Run 1, M1 wires:
The bar under the picture is 20 um long. Cells faint in the background.
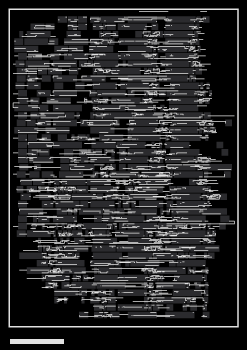
Run 1, signal wires on met2:
Cells faint in the background.
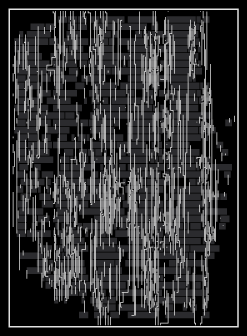
Run 1, M3 wires:
The bar under the picture is 20 um long. Cells faint in the background.
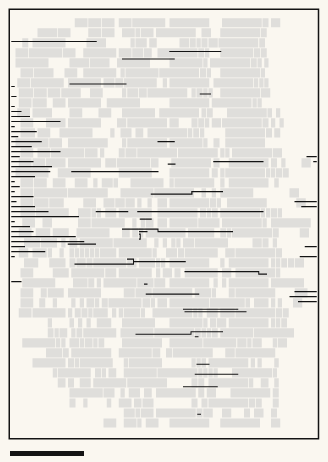
Run 1, placed standard cells:
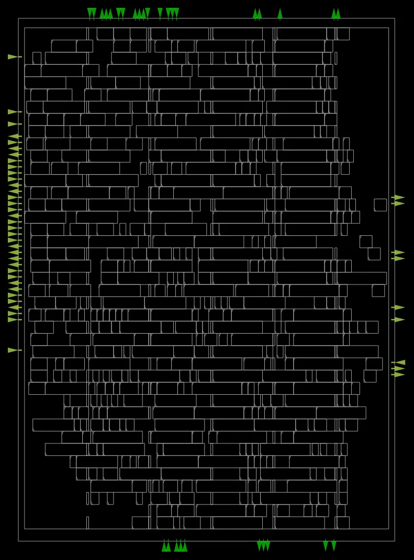
`src/rtl/fib_pkg.sv`:
```
// Shared types and constants for the Fibonacci engine front-end.
package fib_pkg;

    localparam int FIB_W     = 16;
    localparam int FIB_MAX_N = 24;
    localparam logic [FIB_W-1:0] FIB_ERR_VALUE = 16'hFFFF;

    typedef enum logic [1:0] {
        DISP_IDLE,
        DISP_LAUNCH,
        DISP_WAIT,
        DISP_PUSH
    } fib_disp_state_t;

    typedef struct packed {
        logic             err;
        logic [FIB_W-1:0] data;
    } fib_result_t;

endpackage

```
`src/rtl/fib_result_fifo.sv`:
```
// Result FIFO for fib_dispatch. DEPTH must be a power of two, so the pointers wrap naturally.
module fib_result_fifo
    import fib_pkg::*;
#(
    parameter int DEPTH = 4
) (
    input  logic                   clk,
    input  logic                   reset_n,
    input  logic                   push_i,
    input  fib_result_t            push_data_i,
    input  logic                   pop_i,
    output fib_result_t            head_o,
    output logic                   full_o,
    output logic                   empty_o,
    output logic [$clog2(DEPTH):0] count_o
);

    localparam int PTR_W = $clog2(DEPTH);
    localparam logic [PTR_W:0] CNT_FULL = (PTR_W+1)'(DEPTH);

    fib_result_t      mem_q [DEPTH];
    logic [PTR_W-1:0] wr_ptr_q;
    logic [PTR_W-1:0] rd_ptr_q;
    logic [PTR_W:0]   count_q;
    logic             do_push;
    logic             do_pop;

    assign full_o  = (count_q == CNT_FULL);
    assign empty_o = (count_q == '0);
    assign count_o = count_q;
    assign do_push = push_i && !full_o;
    assign do_pop  = pop_i && !empty_o;

    always_ff @(posedge clk or negedge reset_n) begin
        if (!reset_n) begin
            wr_ptr_q <= '0;
            rd_ptr_q <= '0;
            count_q  <= '0;
        end else begin
            if (do_push) begin
                wr_ptr_q <= wr_ptr_q + PTR_W'(1);
            end
            if (do_pop) begin
                rd_ptr_q <= rd_ptr_q + PTR_W'(1);
            end
            if (do_push && !do_pop) begin
                count_q <= count_q + (PTR_W+1)'(1);
            end else if (do_pop && !do_push) begin
                count_q <= count_q - (PTR_W+1)'(1);
            end
        end
    end

    always_ff @(posedge clk) begin
        if (do_push) begin
            mem_q[wr_ptr_q] <= push_data_i;
        end
    end

    // Storage is not reset, so the head is forced to zero while empty.
    assign head_o = empty_o ? '0 : mem_q[rd_ptr_q];

endmodule

```
`src/rtl/fib_dispatch.sv`:
```
// Single-job request front-end for the Fibonacci engine, with a result FIFO.
// Optional FIB_DISPATCH_RANGE_CHECK_EN: indices above FIB_MAX_N are rejected without launching.
//
// state  | meaning
// IDLE   | ready for a request when the FIFO has a free slot
// LAUNCH | one-cycle fib_start pulse, wait timer cleared
// WAIT   | waiting for fib_done (ignored in the first cycle) or timeout
// PUSH   | captured result written into the FIFO
module fib_dispatch
    import fib_pkg::*;
#(
    parameter int DEPTH   = 4,
    parameter int TIMEOUT = 64
) (
    input  logic             clk,
    input  logic             reset_n,
    input  logic             req_valid,
    output logic             req_ready,
    input  logic [FIB_W-1:0] req_n,
    output logic             fib_start,
    output logic [FIB_W-1:0] fib_din,
    input  logic [FIB_W-1:0] fib_dout,
    input  logic             fib_done,
    output logic             res_valid,
    input  logic             res_ready,
    output logic [FIB_W-1:0] res_data,
    output logic             res_err,
    output logic             busy
);

    localparam int CNT_W = $clog2(DEPTH) + 1;
    localparam int TMR_W = $clog2(TIMEOUT + 1);
    localparam logic [TMR_W-1:0] TMR_LAST = TMR_W'(TIMEOUT - 1);

    fib_disp_state_t  state_q, state_d;
    logic [FIB_W-1:0] din_q, din_d;
    logic [TMR_W-1:0] timer_q, timer_d;
    fib_result_t      res_q, res_d;
    logic             push;

    fib_result_t      fifo_head;
    logic             fifo_full;
    logic             fifo_empty;
    logic [CNT_W-1:0] fifo_count;

    assign req_ready = (state_q == DISP_IDLE) && (fifo_count < CNT_W'(DEPTH));
    assign busy      = (state_q != DISP_IDLE);
    assign fib_din   = din_q;

    always_ff @(posedge clk or negedge reset_n) begin
        if (!reset_n) begin
            state_q <= DISP_IDLE;
            din_q   <= '0;
            timer_q <= '0;
            res_q   <= '0;
        end else begin
            state_q <= state_d;
            din_q   <= din_d;
            timer_q <= timer_d;
            res_q   <= res_d;
        end
    end

    always_comb begin
        state_d   = state_q;
        din_d     = din_q;
        timer_d   = timer_q;
        res_d     = res_q;
        fib_start = 1'b0;
        push      = 1'b0;
        case (state_q)
            DISP_IDLE: begin
                if (req_valid && req_ready) begin
                    din_d   = req_n;
                    state_d = DISP_LAUNCH;
`ifdef FIB_DISPATCH_RANGE_CHECK_EN
                    if (req_n > FIB_W'(FIB_MAX_N)) begin
                        res_d   = '{err: 1'b1, data: FIB_ERR_VALUE};
                        state_d = DISP_PUSH;
                    end
`endif
                end
            end
            DISP_LAUNCH: begin
                fib_start = 1'b1;
                timer_d   = '0;
                state_d   = DISP_WAIT;
            end
            DISP_WAIT: begin
                timer_d = timer_q + TMR_W'(1);
                // timer_q == 0 marks the first WAIT cycle, where done may be left over from the last job
                if (fib_done && (timer_q != '0)) begin
                    res_d   = '{err: 1'b0, data: fib_dout};
                    state_d = DISP_PUSH;
                end else if (timer_q == TMR_LAST) begin
                    res_d   = '{err: 1'b1, data: FIB_ERR_VALUE};
                    state_d = DISP_PUSH;
                end
            end
            DISP_PUSH: begin
                push    = !fifo_full;
                state_d = DISP_IDLE;
            end
            default: begin
                state_d = DISP_IDLE;
            end
        endcase
    end

    fib_result_fifo #(
        .DEPTH(DEPTH)
    ) u_fifo (
        .clk        (clk),
        .reset_n    (reset_n),
        .push_i     (push),
        .push_data_i(res_q),
        .pop_i      (res_valid && res_ready),
        .head_o     (fifo_head),
        .full_o     (fifo_full),
        .empty_o    (fifo_empty),
        .count_o    (fifo_count)
    );

    assign res_valid = !fifo_empty;
    assign res_data  = fifo_head.data;
    assign res_err   = fifo_head.err;

endmodule

```
`config.mk`:
```
export PLATFORM = sky130hd
export DESIGN_NAME = fib_dispatch
export DESIGN_NICKNAME = d
export VERILOG_FILES = /design/src/rtl/fib_pkg.sv /design/src/rtl/fib_result_fifo.sv /design/src/rtl/fib_dispatch.sv
export SDC_FILE = /design/constraint.sdc
export NUM_CORES = 1
export LEC_CHECK = 0
export ABC_AREA = 1
export CAP_MARGIN = 5
export CORE_ASPECT_RATIO = 1.4
export CORE_UTILIZATION = 54
export CTS_BUF_LIST = sky130_fd_sc_hd__clkbuf_4 sky130_fd_sc_hd__clkbuf_8 sky130_fd_sc_hd__clkbuf_16
export DETAILED_ROUTE_END_ITERATION = 6
export GPL_ROUTABILITY_DRIVEN = 0
export HOLD_SLACK_MARGIN = 0.1
export PLACE_DENSITY = 0.8
export SYNTH_ARGS = -nofsm -noshare
export SYNTH_HDL_FRONTEND = slang
export SYNTH_SLANG_ARGS = --single-unit
```
`constraint.sdc`:
```
create_clock -name clk -period 2.51 [get_ports clk]
set_clock_uncertainty 0.1 [all_clocks]
set_input_delay 0.502 -clock clk [delete_from_list [all_inputs] [get_ports clk]]
set_output_delay 0.502 -clock clk [all_outputs]
set_load 0.05 [all_outputs]
```
==> highlights.md, run 1 <==
- cell count after placement: 595
- horizontal die size: 83.7 um
- area of the chip: 9740 um2
- largest net degree at the start of global routing: 36
- register area share after synthesis: 0.648
- switching power: 4.20 mW
- Via-to-Cell Ratio: 5.31
- clk latency late pin: 0.41 ns
- flip-flop and latch count after synthesis: 117
- sequential standard cell area: 3270 um2
- Critical Setup Path Class: reg -> out
- area fraction in full adders, half adders and majority gates: 0.0337
- met3 GRT Util: 0.0848
- I/O pin cnt: 74
- static leakage power: 2.68 nW
- uppermost layer routed: met4
- switching fraction of total power: 0.414
- cell depth of the worst hold path: 1
- number of antenna violations at the first check in global routing: 0
- transition at the pin with the smallest max-transition slack: 0.516 ns
- cell count listed in synth_stat.txt: 420
- via count of the first global-routing pass: 3,394
- logic area: 1580 um2
- top contributor to total power: combinational logic
- arrival time worst endpoint: 1.78 ns
- row count: 41
- yosys-reported design area after synthesis: 5040 um2
- Clock H-tree levels: 4
- top library cells by usage in the layout, fill and taps aside: nor2_1, edfxtp_1, clkdlybuf4s50_1
- xor and xnor fraction of the mapped netlist area: 0.00868
- type of element launching the critical path: register
- DRC Markers: 0
- CP Max Fanout: 22
- and+or+nand+nor area frac: 0.133
- hpwl dp: 6510 um
- clock network power consumption: 2.47 mW
- dominant non-sequential cell family after synthesis: simple AND/OR/NAND/NOR gates
- logic gate share of total power: 0.439
- post-CTS clock slew at the launch and capture registers of the worst setup and hold paths: 0.05 ns
- average instance area after synthesis: 12.0 um2
- timing endpoint of the critical path: res_data[3]
- required time reported for the critical path endpoint: 1.91 ns
- IR drop worst, VDD: 0.000981 V
- sum of routed wire length over all layers: 10,200 um
- share of layout cells above drive strength 1: 0.241
- clk sink count: 117
- worst min-delay path endpoint: fib_din[0]
- number of slew-limit violations in the final report: 0
- number of setup violations in the final report: 0
- WL met3: 610 um
- status: finished clean
- highest-count logic cell in the final layout: nor2_1
- power per standard cell area: 1570 nW/um2
- final standard cell count with taps included and fillers excluded: 629
- fraction of power consumed by sequential logic: 0.317
- buffers from clock root to sink, at most: 2
- power dissipated in combinational cells: 4.46 mW
- Yosys cell types: 33
- Detail Route Antenna Nets: 0
- CTS root buf: clkbuf_16
- Synth Cell Area: 5040 um2
- Post-CTS Hold Fix Bufs: 1
- final worst path period need: 2.38 ns
- number of warnings the tools reported: 35
- Num CTS Buffers: 17
- unrepaired setup endpoints after global routing: yes
- worst flop-to-flop path endpoint: u_fifo.count_o[1]
- TritonCTS clock tree: built
- area fraction in compound gates: 0.0938
About 'M1 wires':
share of all routed wire: 38%
nets with wire on the layer: 501
wire length on this layer: 3,840 um
main direction: horizontal
longest straight run: 30.8 um

About 'signal wires on met2':
share of all routed wire: 55%
main direction: vertical
longest straight run: 52.9 um
wire length on this layer: 5,590 um

About 'M3 wires':
nets with wire on the layer: 59
main direction: horizontal
share of all routed wire: 6.0%

About 'placed standard cells':
Floorplan Core Area: 9030 um2
fraction of area in registers: 0.505
tapcell count: 107

## run 1: state kept, by name, indices dropped and copies added (netlist names)
name and cells:
res_q 17, u_fifo.wr_ptr_q 2, timer_q 7, u_fifo.rd_ptr_q 2
u_fifo.mem_q 68, state_q 2, u_fifo.count_o 3, fib_din 16
## run 1: cell type report
type,count,area share
clock buffers,21,0.0703
clock inverters,11,0.0243
inverters,22,0.0131
multi-input cells,264,0.245
flip-flops and latches,117,0.505
well taps,107,0.0207
repair buffers,87,0.122
## run 1: Yosys cell counts (all sizes together)
master / number / area share
a31oi: 1 / 0.0012
xnor2: 1 / 0.0017
dfrtp: 49 / 0.24
o21ai: 54 / 0.065
inv: 22 / 0.016
or2: 1 / 0.0012
a21oi: 23 / 0.023
o31ai: 1 / 0.0042
clkbuf: 3 / 0.0022
nand3: 8 / 0.0079
xor2: 4 / 0.0069
nor2: 98 / 0.075
and3: 1 / 0.0012
nor3: 3 / 0.0052
nor3b: 1 / 0.0015
edfxtp: 68 / 0.40
buf: 14 / 0.019
fa: 1 / 0.0040
ha: 12 / 0.030
nand2: 38 / 0.041
mux2: 17 / 0.045
## run 1: critical path: stages (launching register included)
cell     delay, ns
dfrtp_2       0.45
buf_6         0.22
nor2_1        0.07
nor2_1        0.08
o21ai_0       0.10
a21oi_1       0.22
buf_4         0.23
## run 1: per-stage QoR
| step | setup slack [ns] | cell area [um2] | setup TNS [ns] | total power, mW |
|---|---|---|---|---|
| after CTS | 0.00496 | 6460 | 0 | 10.2 |
| after detailed placement | 0.212 | 5830 | 0 | 7.62 |
| after global routing | -0.0232 | 6470 | -0.0232 | 10.7 |
| after floorplan | 0.200 | 5040 | 0 | 6.34 |
| final | 0.128 | 6470 | 0 | 10.1 |
| after global placement | 0.244 | 5830 | 0 | 7.46 |
==> run 2: changes to the inputs <==
--- a/config.mk
+++ b/config.mk
@@ -8,12 +8,14 @@
 export ABC_AREA = 1
 export CAP_MARGIN = 5
 export CORE_ASPECT_RATIO = 1.4
+export CORE_MARGIN = 2
 export CORE_UTILIZATION = 54
 export CTS_BUF_LIST = sky130_fd_sc_hd__clkbuf_4 sky130_fd_sc_hd__clkbuf_8 sky130_fd_sc_hd__clkbuf_16
 export DETAILED_ROUTE_END_ITERATION = 6
 export GPL_ROUTABILITY_DRIVEN = 0
 export HOLD_SLACK_MARGIN = 0.1
 export PLACE_DENSITY = 0.8
+export SLEW_MARGIN = 5
 export SYNTH_ARGS = -nofsm -noshare
 export SYNTH_HDL_FRONTEND = slang
 export SYNTH_SLANG_ARGS = --single-unit
==> run 2 against run 1 <==
Core utilization is 0.21 points lower. Non-clock buffer count is 3 lower. Largest cell class unchanged. Highest routed layer unchanged. Sequential power shrank 1%. Via count is 0.84% lower. Maximum frequency down 2.0%. Largest power group unchanged.
==> highlights.md, run 2 <==
- number of warnings the tools reported: 35, unchanged
- Synth Cell Area: 5040 um2, unchanged
- buffers from clock root to sink, at most: 2, unchanged
- violation tally from detailed-route iteration zero: 252
- final net count: 556
- Slowest-stage cell, CP: dfrtp_1
- area fraction in full adders, half adders and majority gates: 0.0337, unchanged
- Pwr Total: 10.2 mW, +0.12%
- share of synthesized area spent on multiplexers: 0.0447
- uppermost layer routed: met4
- Synth Instances: 420
- share of layout cells above drive strength 1: 0.237, -0.00439
- Synth async-reset ratio: 0.419, unchanged
- average wire length per cell after detail routing: 16.5 um
- number of setup violations in the final report: 0, unchanged
- Init Core Util: 0.559
- first-pass GRT wire length: 16,800 um
- top library cells by usage in the layout, fill and taps aside: nor2_1, edfxtp_1, clkdlybuf4s50_1
- yosys-reported design area after synthesis: 5040 um2, unchanged
- Synth top cells by count: nor2_1, edfxtp_1, dfrtp_1
- flip-flop and latch count after synthesis: 117, unchanged
- row count: 41, unchanged
- power per standard cell area: 1570 nW/um2, +0.41%
- Setup WS post-layout: 0.0778 ns, -0.0498 ns
- total number of cells along the worst setup path: 5, -1
- Yosys cell types: 33, unchanged
- and+or+nand+nor area frac: 0.133, unchanged
- number of diodes added for antenna fixing: 0
- final standard cell count with taps included and fillers excluded: 626, -0.48%
- Floorplan Core Area: 9030 um2, unchanged
- horizontal die size: 85.7 um, +2.4%
- M1 wire length: 3900 um
- Post-CTS Hold Fix Bufs: 0, -1
- unrepaired setup endpoints after global routing: yes
- cell count listed in synth_stat.txt: 420, unchanged
- Biggest register: u_fifo.mem_q
- layer carrying the most global-route usage: met2
- clk sink count: 117, unchanged
- Critical Path Most Common Cell: buf_4
- arrival time worst endpoint: 1.83 ns, +0.05 ns
- depth of the worst register-to-register path: 7
- final worst path period need: 2.43 ns, +0.0498 ns
- PostCTS Resize Cnt: 1
- TritonRoute pass-1 iters: 5
- Post-Route Utilization: 0.715
- cell family contributing the most delay on the critical path: buffers and inverters
- Max Freq: 0.411 GHz
- TritonCTS clock tree: built
- area fraction in compound gates: 0.0938, unchanged
- sum of routed wire length over all layers: 10,400 um, +1.7%
- GRT Overall Usage: 0.221
- register-to-register setup slack: 0.37 ns
- hpwl dp: 6400 um, -1.6%
- number of slew-limit violations in the final report: 0, unchanged
- DP Worst Slack: 0.237 ns, +0.0250 ns
- Clock H-tree levels: 4, unchanged
- met2 usage: 0.394
- Num CTS Buffers: 17, unchanged
- dominant non-sequential cell family after synthesis: simple AND/OR/NAND/NOR gates
- worst path cell trace: inv_2 -> buf_4 -> o21ai_0 -> a21oi_1 -> buf_4
- largest net degree at the start of global routing: 50, +39%
- die height: 118 um
- cell count after placement: 594, -0.17%
- maximum single-stage delay on the critical path: 0.41 ns, -0.04 ns
- WL met3: 595 um, -2.5%
- cell with the most instances after synthesis: nor2_1
- area of the chip: 10,100 um2, +4.1%
- worst reg2reg startpoint: u_fifo.count_o[2]
- capturing element type of the critical path: output port
- average instance area after synthesis: 12.0 um2, unchanged
- final global-route overflow total: 0
- worst flop-to-flop path endpoint: u_fifo.count_o[1]
- Hold Path Class: in -> async
- Area contributors post-synth: edfxtp_1, dfrtp_1, nor2_1
- met2 layer wire length in the routed design: 5730 um
- I/O pin cnt: 74, unchanged
- Syn-to-layout area delta: 28.0%
- transition at the pin with the smallest max-transition slack: 0.649 ns, +0.133 ns
- via count of the first global-routing pass: 3,408, +0.41%
- met1 Resource Use GR: 0.237
- timing endpoint of the critical path: res_data[6]
- total number of vias: 3,314
- number of buffers inserted by port buffering: 73
- Critical Setup Path Class: reg -> out
- number of flip-flops in the largest register: 68, unchanged
- Synth Net Count: 470
- type of element launching the critical path: register
- DRC Markers: 0, unchanged
- relative slew slack: 0.568
- post-CTS clock slew at the launch and capture registers of the worst setup and hold paths: 0.05 ns, about the same
- static leakage power: 2.66 nW, -0.72%
- worst setup path startpoint: u_fifo.rd_ptr_q[0]
- IR drop worst, VDD: 0.00101 V, +3.3%
- xor and xnor fraction of the mapped netlist area: 0.00868, unchanged
- met3 GRT Util: 0.0782, -0.00659
- count of buffer and inverter cells on the critical path: 3, +1
- number of violations of the max-capacitance limit: 0
- clk latency late pin: 0.41 ns, about the same
- Yosys warnings: 0
- main flop type: edfxtp_1
- number of antenna violations at the first check in global routing: 0, unchanged
- Via-to-Cell Ratio: 5.29, -0.36%
- highest-count logic cell in the final layout: nor2_1
- share of the clock period used by the worst path: 0.969
- Final Hold Fails: 0
- final setup TNS: 0 ns, unchanged
- most area-hungry cell type in the Yosys netlist: edfxtp_1
- CP Max Fanout: 20, -9.1%
- post-CTS setup buffer count: 0
- area share of the largest cell type after synthesis: 0.405, unchanged
- Filler cells: 600
- required time reported for the critical path endpoint: 1.91 ns, about the same
- Detail Route Antenna Nets: 0, unchanged
- CTS root buf: clkbuf_16
- register area share after synthesis: 0.648, unchanged
- status: finished clean
- count of library flops with an enable pin: 68, unchanged
==> run 2: power breakdown <==
| group | internal (mW) | leakage, nW | total [mW] | switching (mW) |
|---|---|---|---|---|
| Sequential | 2.75 | 1.21 | 3.18 | 0.426 |
| Combinational | 1.48 | 1.14 | 4.47 | 2.99 |
| Clock | 1.73 | 0.305 | 2.51 | 0.780 |
| Total | 5.96 | 2.66 | 10.2 | 4.19 |
==> run 2: area by class of cell <==
type                       instances  area, um2  area share
clock inverter                    10        153      0.0236
timing repair buffer              84        757       0.117
tap                              107        134      0.0207
sequential                       117       3270       0.506
multi-input combinational        264       1580       0.245
clock buffer                      22        475      0.0736
inverter                          22       85.1      0.0132
==> run 2: cell families after synthesis <==
group | after synthesis
AND-OR/OR-AND | 79
adder cells (fa/ha/maj) | 13
flip-flops | 117
AND/OR/NAND/NOR | 150
multiplexers | 17
XOR/XNOR | 5
buffers and inverters | 39
==> run 2: metrics by stage <==
step	hold slack [ns]	cell area (um2)
6_report	0.117	6460
5_1_grt	0.154	6460
4_1_cts	0.118	6450
3_5_place_dp	0.397	5830
3_3_place_gp	0.389	5830
2_1_floorplan	0.106	5040
==> run 2: worst min path at each step <==
stage | startpoint | end | cells after the start
after global routing | reset_n | fib_din[3] | 2
after CTS | reset_n | fib_din[5] | 2
after floorplan | reset_n | fib_din[0] | 0
final | reset_n | fib_din[15] | 2
after global placement | res_q[16] | u_fifo.mem_q[3][16] | 0
after detailed placement | fib_din[15] | fib_din[15] | 1
==> run 2: worst register-to-register path, cell delays in order (launching register included) <==
cell and delay (ns):
dfrtp_1 0.47, inv_2 0.09, o31ai_4 0.31, inv_2 0.10, ha_1 0.19, inv_1 0.09, fa_1 0.42, mux2_2 0.27
Run 2, signal wires on met2:
Cells faint in the background.
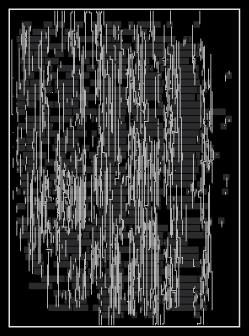
wire length on this layer: 5,730 um
nets with wire on the layer: 443

Run 2, M3 wires:
The bar under the picture is 20 um long. Cells faint in the background.
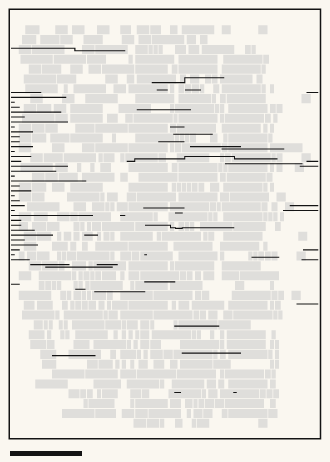
longest straight run: 22.3 um
wire length on this layer: 596 um
main direction: horizontal
nets with wire on the layer: 62
share of all routed wire: 5.8%

Run 2, M1 wires:
The bar under the picture is 20 um long. Cells faint in the background.
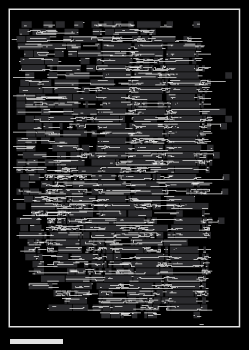
wire length on this layer: 3,900 um
main direction: horizontal
longest straight run: 19.8 um
share of all routed wire: 38%
nets with wire on the layer: 485

No activity file was given, so power comes from the tool's default toggle rates.
